--- src/rtl/vga_timing_gen.sv ---
// VGA raster timing: 10-bit pixel/line counters, registered zero-skew decodes and per-frame event pulses.
// Defining VGA_SYNC_DELAY_EN adds a SYNC_DELAY-stage pin-side pipeline on hsync/vsync/blank_n.
module vga_timing_gen #(
    parameter int   H_VISIBLE   = 640,
    parameter int   H_FRONT     = 16,
    parameter int   H_SYNC      = 96,
    parameter int   H_BACK      = 48,
    parameter int   V_VISIBLE   = 480,
    parameter int   V_FRONT     = 10,
    parameter int   V_SYNC      = 2,
    parameter int   V_BACK      = 33,
    parameter logic SYNC_ACTIVE = 1'b0,
    parameter int   SYNC_DELAY  = 2
) (
    input  logic       pix_clk,
    input  logic       reset,
    output logic [9:0] hcount,
    output logic [9:0] vcount,
    output logic       bright,
    output logic       frame_start,
    output logic       vblank_start,
    output logic       hsync,
    output logic       vsync,
    output logic       blank_n
);

    localparam int H_TOTAL = H_VISIBLE + H_FRONT + H_SYNC + H_BACK;
    localparam int V_TOTAL = V_VISIBLE + V_FRONT + V_SYNC + V_BACK;

    localparam logic [9:0]  H_LAST   = 10'(H_TOTAL - 1);
    localparam logic [9:0]  V_LAST   = 10'(V_TOTAL - 1);
    // Window bounds are 11 bits so an end bound equal to 1024 cannot wrap to 0.
    localparam logic [10:0] H_VIS    = 11'(H_VISIBLE);
    localparam logic [10:0] V_VIS    = 11'(V_VISIBLE);
    localparam logic [10:0] HS_START = 11'(H_VISIBLE + H_FRONT);
    localparam logic [10:0] HS_END   = 11'(H_VISIBLE + H_FRONT + H_SYNC);
    localparam logic [10:0] VS_START = 11'(V_VISIBLE + V_FRONT);
    localparam logic [10:0] VS_END   = 11'(V_VISIBLE + V_FRONT + V_SYNC);

`ifdef VGA_SYNC_DELAY_EN
    localparam int PIPE_DEPTH = SYNC_DELAY;
`else
    localparam int PIPE_DEPTH = 0 * SYNC_DELAY;
`endif

    logic [9:0]  h_next;
    logic [9:0]  v_next;
    logic [10:0] h_ext;
    logic [10:0] v_ext;
    logic        bright_next;
    logic        hsync_next;
    logic        vsync_next;
    logic        frame_next;
    logic        vblank_next;
    logic        hsync_raw;
    logic        vsync_raw;

    // NOTE: every variable gets a default at the top of always_comb so no path can infer a latch.
    always_comb begin
        h_next = hcount + 10'd1;
        v_next = vcount;
        if (hcount == H_LAST) begin
            h_next = '0;
            v_next = (vcount == V_LAST) ? '0 : vcount + 10'd1;
        end
    end

    // Decodes look at the next counter value so the registered outputs line up with the counters.
    assign h_ext       = {1'b0, h_next};
    assign v_ext       = {1'b0, v_next};
    assign bright_next = (h_ext < H_VIS) && (v_ext < V_VIS);
    assign hsync_next  = (h_ext >= HS_START && h_ext < HS_END) ? SYNC_ACTIVE : ~SYNC_ACTIVE;
    assign vsync_next  = (v_ext >= VS_START && v_ext < VS_END) ? SYNC_ACTIVE : ~SYNC_ACTIVE;
    assign frame_next  = (h_next == '0) && (v_next == '0);
    assign vblank_next = (h_next == '0) && (v_ext == V_VIS);

    // NOTE: sequential state uses non-blocking assignments so every register samples pre-edge values.
    always_ff @(posedge pix_clk) begin
        if (reset) begin
            hcount       <= '0;
            vcount       <= '0;
            bright       <= 1'b0;
            frame_start  <= 1'b0;
            vblank_start <= 1'b0;
            hsync_raw    <= ~SYNC_ACTIVE;
            vsync_raw    <= ~SYNC_ACTIVE;
        end else begin
            hcount       <= h_next;
            vcount       <= v_next;
            bright       <= bright_next;
            frame_start  <= frame_next;
            vblank_start <= vblank_next;
            hsync_raw    <= hsync_next;
            vsync_raw    <= vsync_next;
        end
    end

    generate
        if (PIPE_DEPTH > 0) begin : g_pipe
            logic [PIPE_DEPTH-1:0] hs_pipe;
            logic [PIPE_DEPTH-1:0] vs_pipe;
            logic [PIPE_DEPTH-1:0] bn_pipe;

            // NOTE: the stages are reset so a sync pulse in flight cannot leak out after reset.
            always_ff @(posedge pix_clk) begin
                if (reset) begin
                    hs_pipe <= {PIPE_DEPTH{~SYNC_ACTIVE}};
                    vs_pipe <= {PIPE_DEPTH{~SYNC_ACTIVE}};
                    bn_pipe <= '0;
                end else begin
                    hs_pipe[0] <= hsync_raw;
                    vs_pipe[0] <= vsync_raw;
                    bn_pipe[0] <= bright;
                    for (int i = 1; i < PIPE_DEPTH; i++) begin
                        hs_pipe[i] <= hs_pipe[i-1];
                        vs_pipe[i] <= vs_pipe[i-1];
                        bn_pipe[i] <= bn_pipe[i-1];
                    end
                end
            end

            assign hsync   = hs_pipe[PIPE_DEPTH-1];
            assign vsync   = vs_pipe[PIPE_DEPTH-1];
            assign blank_n = bn_pipe[PIPE_DEPTH-1];
        end else begin : g_direct
            assign hsync   = hsync_raw;
            assign vsync   = vsync_raw;
            assign blank_n = bright;
        end
    endgenerate

endmodule

--- config.mk ---
export PLATFORM = sky130hd
export DESIGN_NAME = vga_timing_gen
export DESIGN_NICKNAME = d
export VERILOG_FILES = /design/src/rtl/vga_timing_gen.sv
export SDC_FILE = /design/constraint.sdc
export NUM_CORES = 1
export LEC_CHECK = 0
export ABC_AREA = 1
export CORE_MARGIN = 2
export CORE_UTILIZATION = 30
export CTS_CLUSTER_SIZE = 16
export DETAILED_ROUTE_END_ITERATION = 8
export PLACE_DENSITY = 0.52
export RECOVER_POWER = 25
export SLEW_MARGIN = 20
export SYNTH_ARGS = -nofsm -noshare
export SYNTH_HDL_FRONTEND = slang
export SYNTH_SLANG_ARGS = --single-unit
--- constraint.sdc ---
create_clock -name pix_clk -period 3.1 [get_ports pix_clk]
set_input_delay 0.62 -clock pix_clk [delete_from_list [all_inputs] [get_ports pix_clk]]
set_output_delay 0.62 -clock pix_clk [all_outputs]
set_load 0.005 [all_outputs]
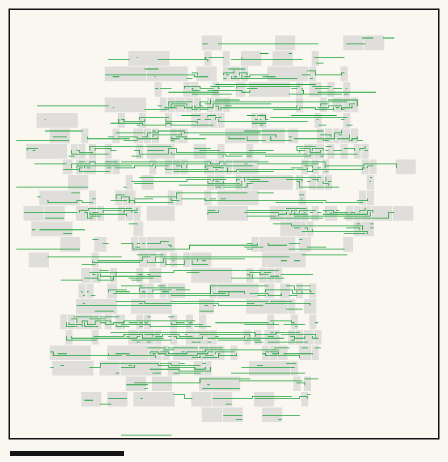
*Signal wires on met1, run 1*
The bar under the picture is 20 um long. Cells faint in the background.
The layer holds 56% of the routed length. The layer carries 2260 um of wire.

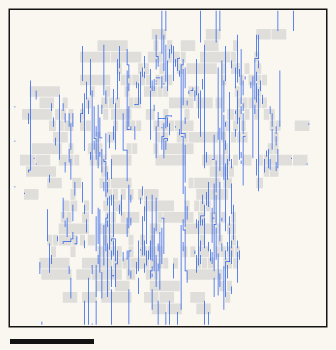
*Met2 routing, run 1*
The bar under the picture is 20 um long. Cells faint in the background.
The longest straight run is 29.2 um. The layer carries 1660 um of wire. The layer holds 41% of the routed length.

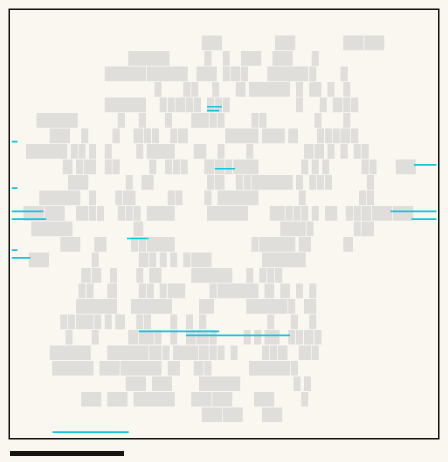
*Signal wires on met3, run 1*
The bar under the picture is 20 um long. Cells faint in the background.
The wires run mostly horizontal. The longest straight run is 17.9 um. The layer holds 2.2% of the routed length.

-- run 1: metrics by stage --
step	worst slack [ns]	instance area, sq um	utilization
after detailed placement	0.9376	1857	0.3880
after CTS	1.074	1902	0.3974
after global placement	0.9380	1857	0.3880
final	0.8482	1894	0.3958
after global routing	0.5300	1894	0.3958
after floorplan	1.344	1518	-
-- run 1: logic make-up (layout without fill, tap and decap cells) --
group                      count (synthesis)  count (layout)  synth area share
AOI/OAI and AO/OA                          8               8           0.03792
xor gates and xnor gates                   2               2           0.01649
adders and majority gates                  3               3           0.02473
buffers and inverters                     40              68            0.1022
DFF                                       25              25            0.3298
and+or+nand+nor                          164             164            0.4889
-- run 1: final timing paths --
path,from,to,slack [ns],cells past startpoint
worst min register to register,hcount[2],hcount[2],0.60,2
worst max-delay path,hcount[0],vsync,0.85,10
worst max register to register,hcount[0],vsync,0.85,10
worst min-delay path,hcount[2],hcount[2],0.60,2
-- run 1: synthesized netlist by cell type, drive strengths merged --
| cell | count | share of area |
|---|---|---|
| clkbuf | 2 | 0.0049 |
| xor2 | 2 | 0.016 |
| a21oi | 1 | 0.0033 |
| nand3 | 25 | 0.094 |
| nor2 | 48 | 0.13 |
| o21ai | 2 | 0.0091 |
| nand2 | 76 | 0.19 |
| clkinv | 1 | 0.0033 |
| inv | 36 | 0.089 |
| nand4 | 9 | 0.047 |
| o221ai | 1 | 0.0058 |
| o21bai | 4 | 0.020 |
| nor3 | 4 | 0.013 |
| or2 | 2 | 0.0082 |
| buf | 1 | 0.0049 |
| dfxtp | 25 | 0.33 |
| ha | 3 | 0.025 |
-- run 1: flip-flops by register name, summed over array words and instances, names as in the netlist --
signal / cells
vblank_start: 1
frame_start: 1
blank_n: 1
vsync: 1
hsync: 1
hcount: 10
vcount: 10
-- run 1: power by group --
group | internal, mW | leakage (nW) | switching, mW
logic | 0.0125 | 0.621 | 0.0130
registers | 0.325 | 0.202 | 0.00539
clock network | 0.0917 | 0.0228 | 0.0995
-- run 1: cell usage in the layout (no fill, tap or decap), types with 3 or more instances in the layout --
cell type,n
sky130_fd_sc_hd__clkbuf_8,3
sky130_fd_sc_hd__clkdlybuf4s50_1,22
sky130_fd_sc_hd__dfxtp_1,25
sky130_fd_sc_hd__dlygate4sd3_1,5
sky130_fd_sc_hd__ha_1,3
sky130_fd_sc_hd__inv_1,36
sky130_fd_sc_hd__nand2_1,73
sky130_fd_sc_hd__nand2_2,3
sky130_fd_sc_hd__nand3_1,23
sky130_fd_sc_hd__nand4_1,8
sky130_fd_sc_hd__nor2_1,44
sky130_fd_sc_hd__nor2_2,3
sky130_fd_sc_hd__nor3_1,4
sky130_fd_sc_hd__o21bai_1,4
-- run 1: metal layers --
metal / part of all wire / wire length, um / up-vias / track usage
met1: 0.56 / 2256 / 691 / 0.2417
met3: 0.022 / 87 / 2 / 0.01205
met4: 0.0084 / 34 / 0 / 0.04762
met2: 0.41 / 1661 / 21 / 0.2154
li1: - / - / 803 / -
met5: 0 / 0 / - / 0
==> run summary, run 1 <==
Update from the flow run.

In the routed design, unresolved DRC markers number 0. The power density normalized to cell area is 288.7 nW/um^2. The number of clock buffers inserted by TritonCTS is 3. The script logs the mean routed wire length per placed instance as 11.99 um. In the final layout, the multi-input gates occupy 854.6 sq um. Per the GRT congestion report, total overflow comes to 0. The flop count is 25. In this run the static leakage power is 0.8463 nW. The largest clock skew in the final design is 0.003086 ns.

The final-layout worst hold slack is 0.5994 ns. The proportion of cell area occupied by registers is 0.2642. According to the I/O placement log, the pin count is 28. For reference, the final report shows the hold violation count at 0. The number of nets at the end of the flow is 276. After layout, the inverter instance count without clock inverters stands at 37.

The maximum count of clock buffers along a single path is 2. Synthesis instantiated 26 different standard cells from the library. Entering global routing, the biggest net connects 20 pins. Detailed-route iteration 0 reported a violation count of 110.

Per the repair_timing log after CTS, setup buffers inserted total 0. The critical path endpoint category is a flop. From the final report, the count of setup violators was given as 0. The run finished with clean final reports.

Buffers inserted to repair hold after CTS numbered 0. The number of buffer cells added on primary ports is 27. The chip area in the Yosys report is 1518 sq um. Looking at the clock tree report, the H-tree level count equals 1. The cell count after placement is 333. Per the skew report, the later register of the worst-skew pair sees a clock latency of 0.26 ns.

The floorplan has 25 rows. The required time at the endpoint of the critical path is 3.25 ns. The critical path startpoint category is a flop. TritonCTS built the clock tree. Setup total negative slack on the finished layout was measured at 0 ns. The final total power is 546.9 uW. Yosys reported a register bit count of 25. The sum of buffers and inverters on the critical path is 0. The number of logic gates is 177. The worst relative slew slack is 0.4867.
### Ports around the boundary, run 1

The bar under the picture is 20 um long. Pins as bars across the die edge, other pins in grey.
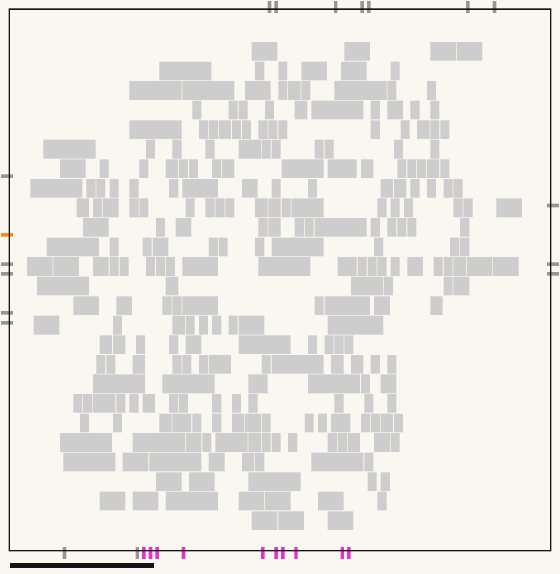

==> inputs of run 2 (changes only) <==
- clock period: 3.1 -> 2.2 ns (I/O delays scaled with it)
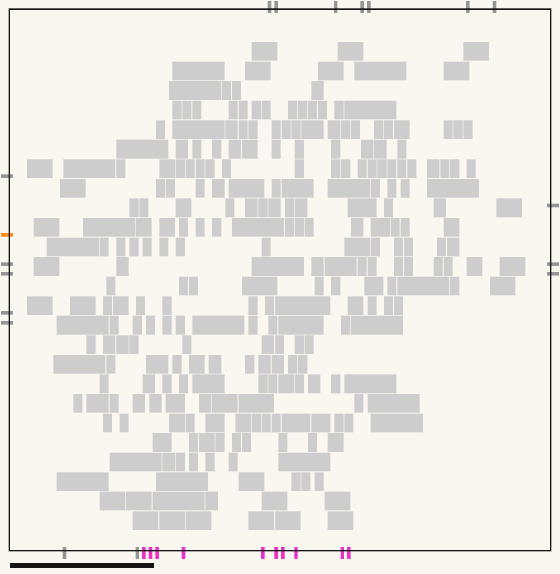
*Ports around the boundary, run 2*
The bar under the picture is 20 um long. Pins as bars across the die edge, other pins in grey.
Key: magenta = hcount [pins 10, direction output, edge bottom]; orange = vblank_start [pins 1, direction output, edge left]
All pins by edge: 12 bottom, 7 top, 6 left, 3 right.

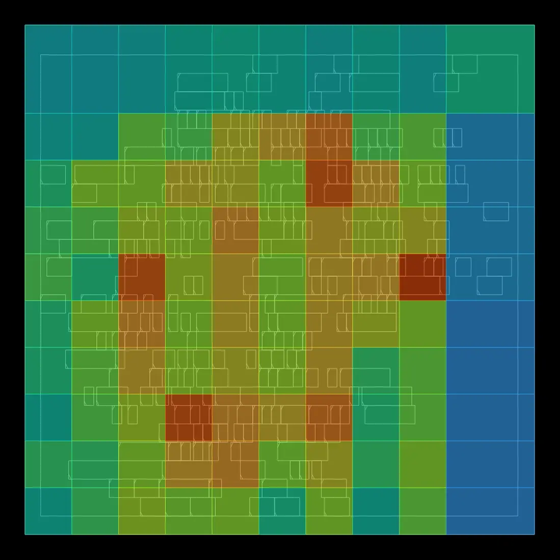
*Routing congestion, run 2*
layer with the highest usage: met2
global routing usage on met3: 0.01740
share of the core filled with cells in the final layout: 0.4013
global routing met1 resource utilization: 0.2232

==> run 2 against run 1 <==
Net effect: register-to-register slack got worse by 0.63 ns; hold slack gained 0.0045 ns; final cell count rose by 0.89%; largest power group unchanged; critical endpoint is now blank_n; sequential share of layout area is 0.36 points lower; critical path depth unchanged; critical path type unchanged; die area did not move.
==> run summary, run 2 <==
Update from the flow run.

The max-slew check reports its worst relative slack as 0.4997. The net switching power figure is 175.1 uW. The count of library flops with an enable pin is 0. The internal portion of the total power is 606.5 uW. Per the CTS log, the maximum H-tree level is 1. The number of logic stages on the critical path including buffering is 10. In the Yosys stats the netlist draws on 26 distinct library cells. For reference, the top cells by area after synthesis are sky130_fd_sc_hd__dfxtp_1 33%, sky130_fd_sc_hd__nand2_1 18%, sky130_fd_sc_hd__nor2_1 11%. The library cell with the highest instance count after synthesis is sky130_fd_sc_hd__nand2_1. The count of final setup violators is 0. The share of total power in the clock network is 0.357. The finished design was reported to have a net count of 279.

For the completed layout, the total cell area is recorded as 1921 sq um. The hold buffer count at cts is 0. The AND-OR/OR-AND share of the synthesized area is 0.03792. In the synthesized netlist the async set-or-reset flop fraction comes to 0. The floorplan row count is 25. Dividing total power by cell area gives a power density of 406.9 nW/um^2. The average wire length per cell after detail routing is 11.54 um. The script extracted a total leakage power of 0.8584 nW. On the final layout, the worst clock skew is 0.003050 ns. Counting only logic cells after layout, the most numerous master is sky130_fd_sc_hd__nand2_1. Counting the buffers created by CTS gives 3. The critical path endpoint category is a flop. The clock reaches the later pin of the worst-skew pair after 0.27 ns. The portion of netlist area occupied by mux cells is 0.

The flow ran to the end, and the final reports show no timing, DRC or antenna violations. The placement-stage cell area is 1879 sq um. Per the synthesis report, the dominant area consumer among library cells is sky130_fd_sc_hd__dfxtp_1.

The registers reported with the highest flop counts are hcount x10, vcount x10.
==> run 2: cell count changes in the layout (fill, tap and decap cells not counted) <==
cell                              previous run  this run
sky130_fd_sc_hd__nor2_1                     44        43
sky130_fd_sc_hd__buf_4                       0         2
sky130_fd_sc_hd__clkbuf_1                    1         2
sky130_fd_sc_hd__dlygate4sd3_1               5         6
sky130_fd_sc_hd__nor2_4                      1         2
sky130_fd_sc_hd__clkdlybuf4s50_1            22        21
==> run 2: worst min-delay path by stage <==
stage          startpoint        end  cells after the start  slack [ns]
3_3_place_gp    hcount[0]  hcount[1]                      3        0.61
5_1_grt         hcount[2]  hcount[2]                      2        0.63
2_1_floorplan   hcount[2]  hcount[2]                      2        0.55
6_report        hcount[2]  hcount[2]                      2        0.60
3_5_place_dp    hcount[2]  hcount[2]                      2        0.58
4_1_cts         hcount[2]  hcount[2]                      2        0.60
==> run 2: layout make-up <==
class                           count  area (sq um)  area share
Tap cell                           67         83.83     0.04365
Clock buffer                        4         45.04     0.02345
Multi-Input combinational cell    177         862.1      0.4489
Sequential cell                    25         500.5      0.2606
Inverter                           37         140.1     0.07296
Timing Repair Buffer               30         289.0      0.1505
==> run 2: logic make-up (layout without fill, tap and decap cells) <==
| kind of cell | Yosys count | in the layout |
|---|---|---|
| XOR/XNOR | 2 | 2 |
| adder cells (fa/ha/maj) | 3 | 3 |
| buffers and inverters | 40 | 71 |
| AND/OR/NAND/NOR | 164 | 164 |
| flip-flops | 25 | 25 |
| AND-OR/OR-AND | 8 | 8 |
==> run 2: routing by layer <==
| layer | vias up | routed length [um] |
|---|---|---|
| met5 | - | 0 |
| met4 | 0 | 48 |
| met3 | 4 | 225 |
| met2 | 37 | 1685 |
| met1 | 651 | 1963 |
| li1 | 812 | - |
==> run 2: metrics by stage <==
step | power, mW | setup WS [ns] | std cells | util | hold slack [ns]
floorplan | 0.4928 | 0.4439 | 242 | - | 0.5472
global placement | 0.5148 | 0.2726 | 336 | 0.3927 | 0.6105
detailed placement | 0.5145 | 0.2436 | 336 | 0.3927 | 0.5829
CTS | 0.7942 | 0.2194 | 340 | 0.4021 | 0.5990
global route | 0.8155 | 0.02226 | 340 | 0.4013 | 0.6311
finish | 0.7815 | 0.2164 | 340 | 0.4013 | 0.6039
==> run 2: worst min-delay path: cells and delay by family, from the launching register on <==
kind          cells  cell delay, ns
flops             1            0.37
simple gates      2            0.20
==> run 2: power groups by stage <==
| stage | Combinational, mW | Sequential (mW) | Clock (mW) |
|---|---|---|---|
| after floorplan | 0.0175 | 0.475 | 0 |
| after global placement | 0.0410 | 0.474 | 0 |
| after detailed placement | 0.0404 | 0.474 | 0 |
| after CTS | 0.0409 | 0.464 | 0.290 |
| after global routing | 0.0429 | 0.465 | 0.308 |
| final | 0.0388 | 0.464 | 0.279 |
### Signal wires on met1, run 2

The bar under the picture is 20 um long. Cells faint in the background.
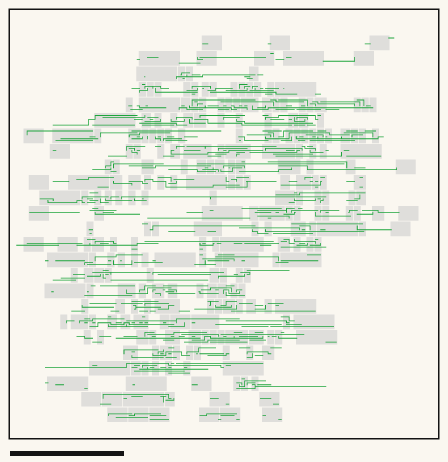

==> inputs of run 3 (changes only) <==
==> constraint.sdc (replaced) <==
create_clock -name pix_clk -period 2.2 [get_ports pix_clk]
set_input_delay 0.55 -clock pix_clk [delete_from_list [all_inputs] [get_ports pix_clk]]
set_output_delay 0.55 -clock pix_clk [all_outputs]
set_load 0.005 [all_outputs]
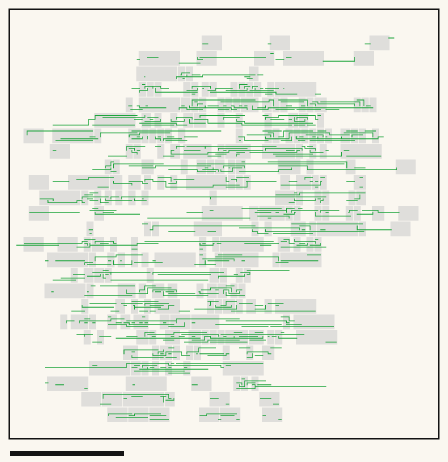
*Signal wires on met1, run 3*
The bar under the picture is 20 um long. Cells faint in the background.
Post-Route WL: 3921 um
detailed-route via count: 1503

==> run 3 against run 2 <==
Net effect: register-to-register slack is essentially flat; first-iteration DRC count is the same; critical path type unchanged; setup slack lost 0.0010 ns; largest power group unchanged; highest routed layer unchanged; flip-flop count is the same; hold slack is essentially flat.
==> run summary, run 3 <==
Update from the flow run.

CTS reports a maximum clock tree buffer depth of 2. The chip area in the Yosys report is 1518 sq um. Entering global routing, the biggest net connects 17 pins. Once placement completed, the tool counted placed cells totaling 336.

The average wire length per cell after detail routing is 11.53 um. Per the synthesis report, the AND-OR/OR-AND share of the synthesized area is 0.03792. The synthesis report gives the async set-or-reset register share as 0. The launch point of the worst register-to-register path is recorded as hcount[1]. Clock latency on the worst-skew pair, taken at its later pin, is 0.27 ns.

TritonCTS built the clock tree. For this design the ratio of total power to cell area is 407.0 nW/um^2. After floorplanning, the core was divided into 25 placement rows.

The static power due to leakage is 0.8545 nW. In this run the worst setup path terminates at blank_n. The sequential cell area is 500.5 sq um.

The count of cells along the worst register-to-register path is 10. The largest clock skew in the final design is 0.003203 ns. Counting only logic cells after layout, the most numerous master is sky130_fd_sc_hd__nand2_1. TritonRoute reported its final design rule violation total as 0. The flow ran to the end, and the final reports show no timing, DRC or antenna violations. Of the total synthesized cell area, the portion taken by XOR and XNOR cells is 0.01649. The adder and majority gate portion of the synthesized area is 0.02473. The net count of the finished layout is 279. The final timing report counts setup violations totalling 0. The main kind of combinational logic by area is simple AND/OR/NAND/NOR gates.
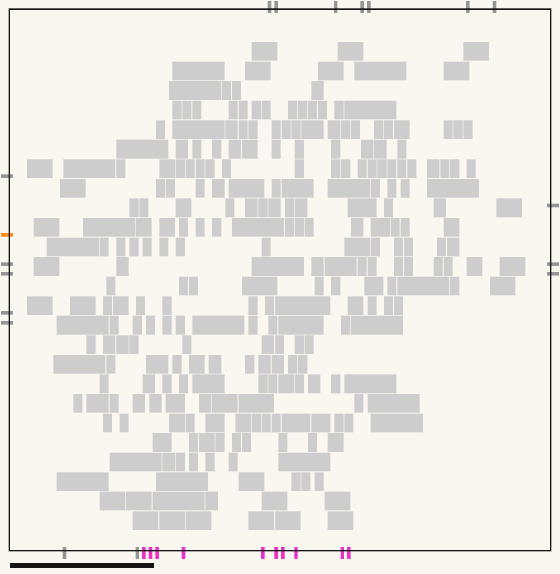
*Ports around the boundary, run 3*
The bar under the picture is 20 um long. Pins as bars across the die edge, other pins in grey.
Vert. Die Dim: 75.13 um
Die Span X: 75.13 um
number of port buffers: 27

==> run 3: critical path, stage by stage (launching register included) <==
cell,delay [ns]
sky130_fd_sc_hd__dfxtp_1,0.41
sky130_fd_sc_hd__ha_1,0.22
sky130_fd_sc_hd__nand2_2,0.10
sky130_fd_sc_hd__nor2_4,0.22
sky130_fd_sc_hd__nand3_4,0.20
sky130_fd_sc_hd__o21ai_2,0.17
sky130_fd_sc_hd__nand2_1,0.11
sky130_fd_sc_hd__nor2_1,0.19
sky130_fd_sc_hd__nand2_1,0.10
sky130_fd_sc_hd__nor2_1,0.12
sky130_fd_sc_hd__nor2_1,0.05
==> run 3: cell type report <==
cell class | count | area share
clock buffer | 4 | 0.02345
inverter | 37 | 0.07296
multi-input combinational | 177 | 0.4489
sequential | 25 | 0.2606
tap | 67 | 0.04365
timing repair buffer | 30 | 0.1505
==> run 3: per-stage QoR <==
stage / hold slack (ns) / setup WS [ns]
floorplan: 0.5472 / 0.4439
global placement: 0.6105 / 0.2726
detailed placement: 0.5829 / 0.2436
CTS: 0.5990 / 0.2194
global route: 0.6311 / 0.02226
finish: 0.6039 / 0.2154
==> run 3: worst min-delay path by stage <==
stage          depth (start not counted)  slack (ns)   endpoint  startpoint
2_1_floorplan                          2        0.55  hcount[2]   hcount[2]
3_3_place_gp                           3        0.61  hcount[1]   hcount[0]
3_5_place_dp                           2        0.58  hcount[2]   hcount[2]
4_1_cts                                2        0.60  hcount[2]   hcount[2]
5_1_grt                                2        0.63  hcount[2]   hcount[2]
6_report                               2        0.60  hcount[2]   hcount[2]
==> run 3: report_power, final <==
part	switching [mW]	total, mW	internal [mW]
Sequential	0.00583	0.464	0.458
Clock	0.149	0.279	0.130
Combinational	0.0198	0.0392	0.0194
Total	0.175	0.782	0.607
==> run 3: cells by family after synthesis <==
family,after synthesis
AOI/OAI and AO/OA,8
xor gates and xnor gates,2
adders and majority gates,3
buffers and inverters,40
DFF,25
and+or+nand+nor,164
==> run 3: metal layers <==
metal / wire length, um / share of wire / vias up / GRT usage
met5: 0 / 0 / - / 0
met4: 48 / 0.012 / 0 / 0.05952
met3: 231 / 0.059 / 4 / 0.01740
met2: 1678 / 0.43 / 39 / 0.2261
met1: 1962 / 0.50 / 648 / 0.2232
li1: - / - / 812 / -
Power figures rest on the tool's default switching activity, not on a simulated workload.
